--- src/rtl/if_fetch_unit.sv ---
// if_fetch_unit: instruction-fetch stage with a DEPTH-entry fetch buffer.
// Optional misaligned-redirect trap is enabled by defining IF_MISALIGN_TRAP_EN.
module if_fetch_unit #(
    parameter logic [31:0] RESET_PC   = 32'h0000_0000,
    parameter int          DEPTH      = 2,
    parameter logic [31:0] EXC_VECTOR = 32'h8000_0004
) (
    input  logic        clk,
    input  logic        reset,
    output logic        imem_req,
    output logic [31:0] imem_addr,
    input  logic        imem_gnt,
    input  logic        imem_rvalid,
    input  logic [31:0] imem_rdata,
    input  logic        hold,
    input  logic        redirect,
    input  logic [31:0] redirect_pc,
    output logic [31:0] Instruction,
    output logic [31:0] IF_PC_Plus_4,
    output logic        if_valid,
    output logic        misalign_trap
);
    localparam int PW = $clog2(DEPTH);
    localparam int CW = PW + 1;

    typedef enum logic [1:0] {BOOT, RUN, DRAIN} state_t;

    state_t        state;
    logic [31:0]   fetch_pc;
    logic [31:0]   tag_q [DEPTH];
    logic [31:0]   pc4_q [DEPTH];
    logic [31:0]   ins_q [DEPTH];
    logic [PW-1:0] tag_wr;
    logic [PW-1:0] tag_rd;
    logic [PW-1:0] buf_wr;
    logic [PW-1:0] buf_rd;
    logic [CW-1:0] count;
    logic [CW-1:0] outstanding;
    logic [CW-1:0] drop_cnt;

    logic          issue;
    logic          resp;
    logic          keep;
    logic          consume;
    logic [CW-1:0] out_nxt;
    logic [CW-1:0] drop_nxt;
    logic [31:0]   target;
    logic          trap_nxt;

    // Credits: buffered entries plus in-flight requests never exceed DEPTH
    assign imem_req = (state == RUN) && !redirect &&
                      ((count + outstanding) < CW'(DEPTH));
    assign imem_addr = fetch_pc;

    assign issue   = imem_req && imem_gnt;
    assign resp    = imem_rvalid && (outstanding != '0);
    assign keep    = resp && (drop_cnt == '0) && !redirect;
    assign if_valid = (count != '0);
    assign consume = if_valid && !hold && !redirect;
    assign out_nxt = outstanding + CW'(issue) - CW'(resp);

    assign Instruction  = if_valid ? ins_q[buf_rd] : 32'h0;
    assign IF_PC_Plus_4 = if_valid ? pc4_q[buf_rd] : 32'h0;

`ifdef IF_MISALIGN_TRAP_EN
    assign trap_nxt = redirect && (redirect_pc[1:0] != 2'b00);
    assign target   = trap_nxt ? EXC_VECTOR : redirect_pc;
`else
    assign trap_nxt = 1'b0;
    assign target   = {redirect_pc[31:2], 2'b00};
`endif

    // A redirect while draining keeps the existing drop count
    always_comb begin
        drop_nxt = drop_cnt;
        if (redirect && (state != DRAIN))
            drop_nxt = out_nxt;
        else if (resp && (drop_cnt != '0))
            drop_nxt = drop_cnt - CW'(1);
    end

    always_ff @(posedge clk or negedge reset) begin
        if (!reset) begin
            state         <= BOOT;
            fetch_pc      <= RESET_PC;
            tag_wr        <= '0;
            tag_rd        <= '0;
            buf_wr        <= '0;
            buf_rd        <= '0;
            count         <= '0;
            outstanding   <= '0;
            drop_cnt      <= '0;
            misalign_trap <= 1'b0;
        end else begin
            misalign_trap <= trap_nxt;
            outstanding   <= out_nxt;
            drop_cnt      <= drop_nxt;
            unique case (state)
                BOOT:    state <= RUN;
                RUN:     if (redirect && (drop_nxt != '0)) state <= DRAIN;
                DRAIN:   if (drop_nxt == '0) state <= RUN;
                default: state <= BOOT;
            endcase
            if (redirect) begin
                fetch_pc <= target;
                tag_wr   <= '0;
                tag_rd   <= '0;
                buf_wr   <= '0;
                buf_rd   <= '0;
                count    <= '0;
            end else begin
                if (issue) begin
                    tag_wr   <= tag_wr + PW'(1);
                    fetch_pc <= fetch_pc + 32'd4;
                end
                if (keep)
                    tag_rd <= tag_rd + PW'(1);
                if (keep)
                    buf_wr <= buf_wr + PW'(1);
                if (consume)
                    buf_rd <= buf_rd + PW'(1);
                count <= count + CW'(keep) - CW'(consume);
            end
        end
    end

    always_ff @(posedge clk) begin
        if (issue)
            tag_q[tag_wr] <= fetch_pc;
        if (keep) begin
            pc4_q[buf_wr] <= tag_q[tag_rd] + 32'd4;
            ins_q[buf_wr] <= imem_rdata;
        end
    end

endmodule

--- config.mk ---
export PLATFORM = sky130hd
export DESIGN_NAME = if_fetch_unit
export DESIGN_NICKNAME = d
export VERILOG_FILES = /design/src/rtl/if_fetch_unit.sv
export SDC_FILE = /design/constraint.sdc
export NUM_CORES = 1
export LEC_CHECK = 0
export CAP_MARGIN = 5
export CORE_UTILIZATION = 51
export CTS_BUF_LIST = sky130_fd_sc_hd__clkbuf_16
export DETAILED_ROUTE_END_ITERATION = 10
export GPL_TIMING_DRIVEN = 0
export PLACE_DENSITY = 0.77
export SLEW_MARGIN = 20
export SYNTH_ARGS = -nofsm -noshare
export SYNTH_HDL_FRONTEND = slang
export SYNTH_SLANG_ARGS = --single-unit
--- constraint.sdc ---
create_clock -name clk -period 16.6 [get_ports clk]
set_clock_uncertainty 0.2 [all_clocks]
set_input_delay 3.32 -clock clk [delete_from_list [all_inputs] [get_ports clk]]
set_output_delay 3.32 -clock clk [all_outputs]
set_load 0.03 [all_outputs]
### Wires at chosen ports, followed through buffers

Scale bar: 50 µm.
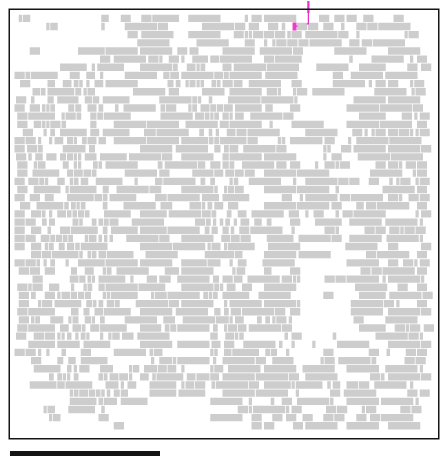
`if_valid`: in magenta, bits 1, direction output, end cells 1, buffers 1, wire 5.40 µm.
Ports: 169
# port buffers: 161

### Sequential cells grouped by signal name

Scale bar: 50 µm. Other sequential cells in the stronger grey, the rest of the logic in the fainter grey.
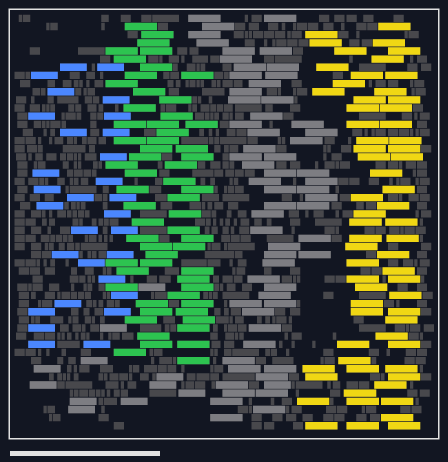
`ins_q`: in yellow, placed flops 64, where a vertical strip on the right. `imem_addr`: in blue, placed flops 30. `tag_q`: in green, placed flops 60.
Another 72 sequential cells are not coloured.
Util after Layout: 66.2%
flop share of the area: 51.0%
P_seq: 710 µW
FF+latch area: 0.00658 mm²

### Track usage over the die

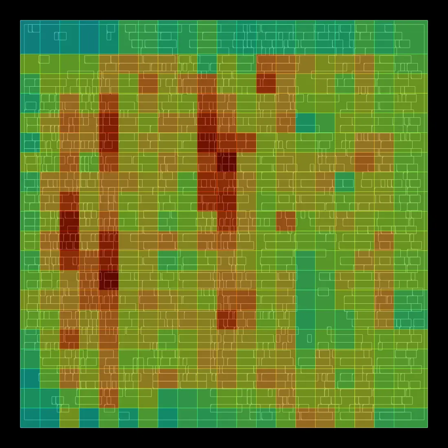
met1 usage: 27.9%
met3 Use GR: 3.25%
GR Util All Layers: 20.7%
WL/cell: 16.8 µm
GRT busiest layer: met2

### Routed metal, one colour a layer

Only two layers are drawn.
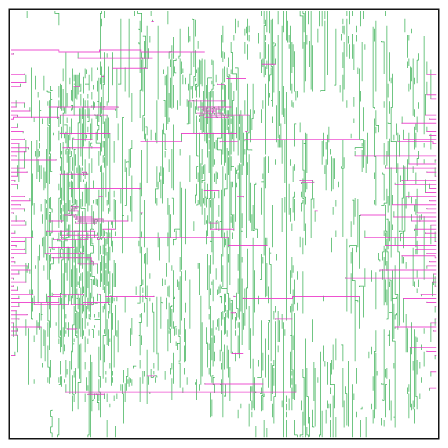
met3: in magenta, wire length 1430 µm. met2: in green, wire length 10000 µm.
DR vias: 6691
Post-Route WL: 20900 µm

==> metal layers <==
| layer | vias up | global-route usage, % | wire, µm |
|---|---|---|---|
| met2 | 256 | 34.7 | 10000 |
| li1 | 3224 | - | - |
| met3 | 30 | 3.25 | 1430 |
| met5 | - | 0 | 0 |
| met4 | 0 | 6.00 | 401 |
| met1 | 3181 | 27.9 | 9090 |
==> state kept, by name, summed over array words and instances, names as in the netlist <==
name	count
ins_q	64
buf_wr	1
tag_q	60
drop_cnt	2
imem_addr	30
count	2
tag_rd	1
tag_wr	1
state	2
pc4_q	60
buf_rd	1
outstanding	2
==> worst max-delay path: stages <==
cell             delay, ns
clkdlybuf4s50_1       0.61
clkbuf_1              0.51
clkbuf_1              0.50
nor3_1                0.14
clkdlybuf4s50_1       0.62
==> power groups by stage <==
stage               clock network, µW  registers, µW  logic, µW
floorplan                           0            732        222
global placement                    0            722        367
detailed placement                  0            721        379
CTS                               478            710        382
global route                      500            715        410
finish                            470            710        377
==> layout make-up <==
cell class,instances,share of cell area [%]
plain buffers,39,1.62
clock buffers,23,4.47
clock inverters,18,0.825
inverters,20,0.582
multi-input cells,485,25.5
flip-flops and latches,226,51.0
well taps,265,2.57
repair buffers,171,13.4
==> worst max path at each step <==
stage              endpoint  slack, ns
3_5_place_dp       imem_req       7.38
2_1_floorplan   ins_q[0][0]       7.86
6_report           imem_req       7.38
5_1_grt            imem_req       7.26
4_1_cts            imem_req       7.36
3_3_place_gp   ins_q[0][18]       4.78
==> cell families after synthesis <==
family,after synthesis,synth area share [%]
other cells,1,0.0370
fa+ha+maj,7,0.865
compound gates,84,5.87
mux,91,9.10
simple gates,252,12.4
buf+inv,59,2.81
xor+xnor,46,3.98
flops,226,65.0
==> through the flow <==
stage	total power, µW	cell area, µm²	worst slack (ns)	utilization, %	instances
2_1_floorplan	954	10100	7.86	-	770
3_3_place_gp	1090	12100	4.78	62.1	1196
3_5_place_dp	1100	12200	7.38	62.7	1206
4_1_cts	1570	12900	7.36	66.2	1247
5_1_grt	1620	12900	7.26	66.2	1247
6_report	1560	12900	7.38	66.2	1247
==> cells in the mapped netlist, drive strengths merged, types with 2 or more instances <==
master,instances
nand3,29
a31oi,3
and2,7
nand3b,6
edfxtp,184
o311ai,7
and3,16
nor2b,5
o211ai,11
and4,3
nor4,6
mux2i,86
a22oi,3
nand4b,2
clkbuf,15
or3,2
a221o,2
a21o,2
xor2,23
a211oi,2
a32o,2
nor3,9
ha,7
nand4,14
nand2,64
inv,19
a21oi,10
a32oi,4
xnor2,23
o21ai,30
mux2,5
nor2,87
dfrtp,42
buf,24
==> flow_summary.toml <==
# synthesis and place-and-route metrics
[status]
outcome = "completed"

[synthesis]
largest_area_cell = "edfxtp_1"
ys_seq_share_pct = 65.0
syn-cell-area_mm2 = 0.0101
ys_warn_count = 0
edf_count = 184
topCellsByArea = "edfxtp_1 (55%), dfrtp_1 (10%), mux2i_1 (8.4%)"
ys_area_mm2 = 0.0101
ys_cells = 766
synth_cells = 766
ys.flop_type = "edfxtp_1"
synth.distinct_cells = 56
synthArstFlopShare_pct = 18.6
top_cell_area_share_pct = 54.6
postSynthAreaPerCell_um2 = 13.2
ys_ff = 226

[clocking]
clockBufferDepth = 3
cts_max_level = 1
clock_latency_ns = 0.50
cts.clk_slew.worst_paths_ns = 0.06
post-cts-setup-buffer-count = 0
clock_sinks = 226
clockRootBuffer = "clkbuf_16"
cts_tree = "done"
cts_resized = 0
cts.hold.buffers_added = 0
numCtsBuffers = 23

[final_timing]
final_hold_viol_count = 0
tns_ns = 0
rsz0062_at_grt = "false"
finalCritPeriodShare_pct = 55.6
fmax_mhz = 108
drv_slew = 0
setup_viol = 0
hold_slack_ns = 0.319
layout_min_cycle_time_ns = 9.22
worst_pin_slew_ns = 0.756
slew_headroom_pct = 49.6

[power_and_ir_drop]
swShare_pct = 29.8
p_int_uw = 1090
p_leak_uw = 0.00444
ir_drop_mv = 0.0768
pwr-share-comb_pct = 24.2
power_frac_clock_pct = 30.2
power_density_mw_per_mm2 = 121
seq_power_share_pct = 45.6
p_sw_uw = 463

[critical_path]
cp_max_fo = 10
reg2reg_depth = 12
crit_type = "in -> out"
worstSetupStartpointType = "input pin"
regToRegStartpoint = "tag_rd"
cp.required_ns = 13.08
cp-startpoint = "redirect"
crit_path_end_kind = "output port"
reg2reg_slack_ns = 12.79
cp_data_arrival_time_ns = 5.70
r2r_end = "pc4_q[0][30]"

[grt]
antenna_found_initial = 0
overflow = 0
grt_pass1_vias = 6400
grt_max_degree = 34
grt_pass1_wl_um = 32900

[finish]
diodes = 0
layout_top_cells = "edfxtp_1 (184), clkdlybuf4s50_1 (160), nor2_1 (86)"
fill_cells = 1482
lay_top_count = "edfxtp_1"
final_nets = 1043
syn2layout_area_growth_pct = 27.3
combGateArea_mm2 = 0.00329
drive_above_1_share_pct = 8.04

[drt]
drc = 0
via_per_inst = 5.37
ant_nets = 0
dr.pass1.iters = 5
drt_iter0_markers = 378

[die]
num_rows = 51
die_h_um = 143
die-area_mm2 = 0.0204
die-width_um = 143
fp-utilization_pct = 52.0
coreArea_mm2 = 0.0195

[placed_design]
gp_congestion = 0.845
dp_hpwl_um = 14900

[min_path]
worstHoldEndpoint = "state[1]"
worstHoldStart = "state[1]"
min_path_cells = 1
hold_path_class = "reg -> reg"

[job]
warning_count = 28
drv_cap = 0
Power is estimated from default activity; no workload was simulated.
